Fig. 1: wiring heat map
The bar under the picture is 20 um long. 25 x 14 tiles, from black (low) to pale yellow (high), scaled to the fullest tile. Values are wire area over tile area, all layers added.
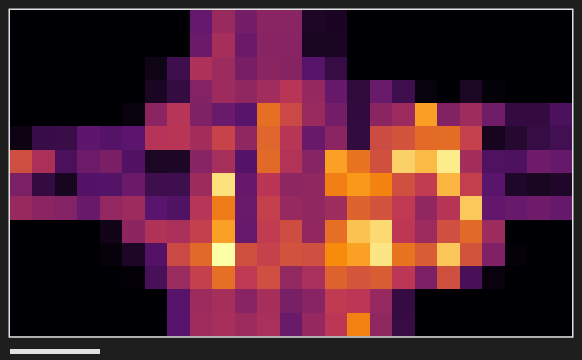
Fig. 2: placement density heat map
The bar under the picture is 20 um long. 12 x 7 tiles, from black (low) to pale yellow (high), 0 to 100% covered.
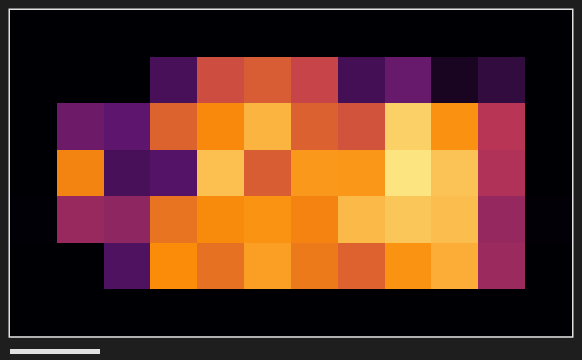
===== src/rtl/cmp_arb.sv =====
`default_nettype none
// ============================================================================
// Module   : cmp_arb
// Purpose  : Round-robin arbiter/sequencer that shares one pipelined
//            comparator among N_REQ requesters. It accepts one request at a
//            time, launches the comparator and returns the result tagged with
//            the requester id.
// Revision : 1.0 - initial release
// ============================================================================
module cmp_arb #(
  parameter int N_REQ   = 4,
  parameter int WIDTH   = 8,
  parameter int CMP_LAT = 2
) (
  input  logic                       clk,
  input  logic                       rst,
  input  logic [N_REQ-1:0]           req_valid_i,
  input  logic [N_REQ*WIDTH-1:0]     req_a_i,
  input  logic [N_REQ*WIDTH-1:0]     req_b_i,
  output logic [N_REQ-1:0]           req_ready_o,
  output logic [WIDTH-1:0]           cmp_in_a_o,
  output logic [WIDTH-1:0]           cmp_in_b_o,
  output logic                       cmp_start_o,
  input  logic                       cmp_out_i,
  output logic                       rsp_valid_o,
  output logic [$clog2(N_REQ)-1:0]   rsp_id_o,
  output logic                       rsp_gt_o,
  input  logic                       rsp_ready_i,
  output logic                       busy_o
);

  localparam int IDW  = $clog2(N_REQ);
  localparam int CNTW = $clog2(CMP_LAT + 1);

  localparam logic [IDW:0]      C_NREQ = (IDW + 1)'(N_REQ);
  localparam logic [IDW-1:0]    C_LAST = IDW'(N_REQ - 1);
  localparam logic [CNTW-1:0]   C_LAT  = CNTW'(CMP_LAT);
  localparam logic [CNTW-1:0]   C_ONE  = CNTW'(1);

  localparam logic [1:0] S_IDLE  = 2'd0;
  localparam logic [1:0] S_ISSUE = 2'd1;
  localparam logic [1:0] S_WAIT  = 2'd2;
  localparam logic [1:0] S_RESP  = 2'd3;

  logic [1:0]       state_q, state_d;
  logic [IDW-1:0]   rr_ptr_q, rr_ptr_d;
  logic [IDW-1:0]   id_q, id_d;
  logic [CNTW-1:0]  cnt_q, cnt_d;
  logic [WIDTH-1:0] cmp_a_q, cmp_a_d;
  logic [WIDTH-1:0] cmp_b_q, cmp_b_d;
  logic             cmp_start_q, cmp_start_d;
  logic             rsp_valid_q, rsp_valid_d;
  logic [IDW-1:0]   rsp_id_q, rsp_id_d;
  logic             rsp_gt_q, rsp_gt_d;
  logic             busy_q, busy_d;

  logic             w_found;
  logic [IDW-1:0]   w_win_id;
  logic [IDW:0]     w_sum;
  logic [WIDTH-1:0] w_win_a;
  logic [WIDTH-1:0] w_win_b;

  // Round-robin search: first set req_valid bit starting at rr_ptr, wrapping mod N_REQ
  always_comb begin
    w_found  = 1'b0;
    w_win_id = '0;
    w_sum    = '0;
    for (int k = 0; k < N_REQ; k++) begin
      w_sum = {1'b0, rr_ptr_q} + (IDW + 1)'(k);
      if (w_sum >= C_NREQ) begin
        w_sum = w_sum - C_NREQ;
      end
      if (!w_found && req_valid_i[w_sum[IDW-1:0]]) begin
        w_found  = 1'b1;
        w_win_id = w_sum[IDW-1:0];
      end
    end
  end

  assign w_win_a = req_a_i[w_win_id*WIDTH +: WIDTH];
  assign w_win_b = req_b_i[w_win_id*WIDTH +: WIDTH];

  // State register
  always_ff @(posedge clk) begin
    if (rst) begin
      state_q <= S_IDLE;
    end else begin
      state_q <= state_d;
    end
  end

  // Next-state logic
  always_comb begin
    state_d = state_q;
    case (state_q)
      S_IDLE:  if (w_found) state_d = S_ISSUE;
      S_ISSUE: state_d = S_WAIT;
      S_WAIT:  if (cnt_q == C_ONE) state_d = S_RESP;
      S_RESP:  if (rsp_ready_i) state_d = S_IDLE;
      default: state_d = S_IDLE;
    endcase
  end

  // Output/datapath next values; req_ready is the only combinational output
  always_comb begin
    req_ready_o = '0;
    rr_ptr_d    = rr_ptr_q;
    id_d        = id_q;
    cnt_d       = cnt_q;
    cmp_a_d     = cmp_a_q;
    cmp_b_d     = cmp_b_q;
    cmp_start_d = 1'b0;
    rsp_valid_d = 1'b0;
    rsp_id_d    = rsp_id_q;
    rsp_gt_d    = rsp_gt_q;
    busy_d      = (state_d != S_IDLE);
    case (state_q)
      S_IDLE: begin
        if (w_found) begin
          req_ready_o = N_REQ'(1) << w_win_id;
          id_d        = w_win_id;
          cmp_a_d     = w_win_a;
          cmp_b_d     = w_win_b;
          cmp_start_d = 1'b1;
        end
      end
      S_ISSUE: begin
        cnt_d = C_LAT;
      end
      S_WAIT: begin
        cnt_d = cnt_q - C_ONE;
        if (cnt_q == C_ONE) begin
          // Last comparator cycle: capture result, drop operands, present response
          rsp_gt_d    = cmp_out_i;
          rsp_id_d    = id_q;
          rsp_valid_d = 1'b1;
          cmp_a_d     = '0;
          cmp_b_d     = '0;
        end
      end
      S_RESP: begin
        if (rsp_ready_i) begin
          rr_ptr_d = (id_q == C_LAST) ? '0 : id_q + 1'b1;
        end else begin
          rsp_valid_d = 1'b1;
        end
      end
      default: begin
        cnt_d = '0;
      end
    endcase
  end

  // Registered outputs and datapath; reset clears everything and aborts any request
  always_ff @(posedge clk) begin
    if (rst) begin
      rr_ptr_q    <= '0;
      id_q        <= '0;
      cnt_q       <= '0;
      cmp_a_q     <= '0;
      cmp_b_q     <= '0;
      cmp_start_q <= 1'b0;
      rsp_valid_q <= 1'b0;
      rsp_id_q    <= '0;
      rsp_gt_q    <= 1'b0;
      busy_q      <= 1'b0;
    end else begin
      rr_ptr_q    <= rr_ptr_d;
      id_q        <= id_d;
      cnt_q       <= cnt_d;
      cmp_a_q     <= cmp_a_d;
      cmp_b_q     <= cmp_b_d;
      cmp_start_q <= cmp_start_d;
      rsp_valid_q <= rsp_valid_d;
      rsp_id_q    <= rsp_id_d;
      rsp_gt_q    <= rsp_gt_d;
      busy_q      <= busy_d;
    end
  end

  assign cmp_in_a_o  = cmp_a_q;
  assign cmp_in_b_o  = cmp_b_q;
  assign cmp_start_o = cmp_start_q;
  assign rsp_valid_o = rsp_valid_q;
  assign rsp_id_o    = rsp_id_q;
  assign rsp_gt_o    = rsp_gt_q;
  assign busy_o      = busy_q;

endmodule
`default_nettype wire

===== config.mk =====
export PLATFORM = sky130hd
export DESIGN_NAME = cmp_arb
export DESIGN_NICKNAME = d
export VERILOG_FILES = /design/src/rtl/cmp_arb.sv
export SDC_FILE = /design/constraint.sdc
export NUM_CORES = 1
export LEC_CHECK = 0
export CORE_ASPECT_RATIO = 0.5
export CORE_MARGIN = 10
export CORE_UTILIZATION = 30
export DETAILED_ROUTE_END_ITERATION = 12
export PLACE_DENSITY = 0.74
export SETUP_SLACK_MARGIN = 0.4
export SLEW_MARGIN = 40
export SYNTH_ARGS = -nofsm -noshare
export SYNTH_HDL_FRONTEND = slang
export SYNTH_SLANG_ARGS = --single-unit
export TNS_END_PERCENT = 30

===== constraint.sdc =====
create_clock -name clk -period 2.53 [get_ports clk]
set_input_delay 0.6325 -clock clk [delete_from_list [all_inputs] [get_ports clk]]
set_output_delay 0.6325 -clock clk [all_outputs]
set_load 0.005 [all_outputs]

==> run summary <==
Dpl ws -> -551.4 ps
Most numerous logic cell after layout -> clkdlybuf4s50_1
Status -> completed
Pwr top -> the clock network
Seq. cell area -> 600.6 um^2
Fa+ha+maj area frac -> 0.04605
Antenna-violating nets left -> 0
Clk slew on worst S/H paths -> 70 ps
Hold-fix buffer count after cts -> 0
Cell with the most instances after synthesis -> mux2i_1
Commonest cells post-synth -> mux2i_1, dfxtp_1, nand2_1
Sequential Power Share -> 0.342
CP Capture Type -> primary output
Leakage power -> 1.192 nW
Layout cell share with drive strength beyond 1 -> 0.1787
Via count -> 1722
Achievable Freq -> 0.4252 GHz
Hold Crit Class -> reg2reg
Cell Area, Synth -> 0.001630 mm^2
Slew margin rel. -> 0.7529
H-tree levels -> 2
MI comb area -> 0.001035 mm^2
CTS Root Cell -> clkbuf_8
And+or+nand+nor area frac -> 0.1711
Max incr delay on CP -> 210 ps
Gate power share -> 0.271
Met3 Use GR -> 0.02828
RSZ-0062 raised after global routing -> true
Critical Path Stages -> 8
Met2 wire length -> 3463 um
CP delay by family, top -> buffers and inverters
Setup ws final -> 178.0 ps
Leading cell kind -> buffers
Ys cells -> 177
Die Ht -> 72.13 um
P&R area growth vs syn -> 86.03%
Non-clk invs -> 4
Inserted tap cell count -> 70
Final non-clock buffer share -> 0.3800
Max-area cell share -> 0.3684
Flops after synth -> 30
Total grt overflow -> 0
Worst Tran Pin Value -> 370.6 ps
Inserted Diodes -> 0
Area leader, netlist -> dfxtp_1
Gr usage total -> 0.1279
Fin crit share -> 0.9296
Post-Syn Nets -> 255
Back to the opening pictures, Fig. 1:
tiles over half the peak = 19%
fullest tile = 0.39
mean over tiles = 0.10
emptiest ninth of the die = top left

Back to the opening pictures, Fig. 2:
nearly empty tiles = 44%
densest ninth of the die = middle
emptiest ninth of the die = top left
fullest tile = 94%
tiles over 75% full = 18%
mean over tiles = 33%

No activity file was given, so power comes from the tool's default toggle rates.
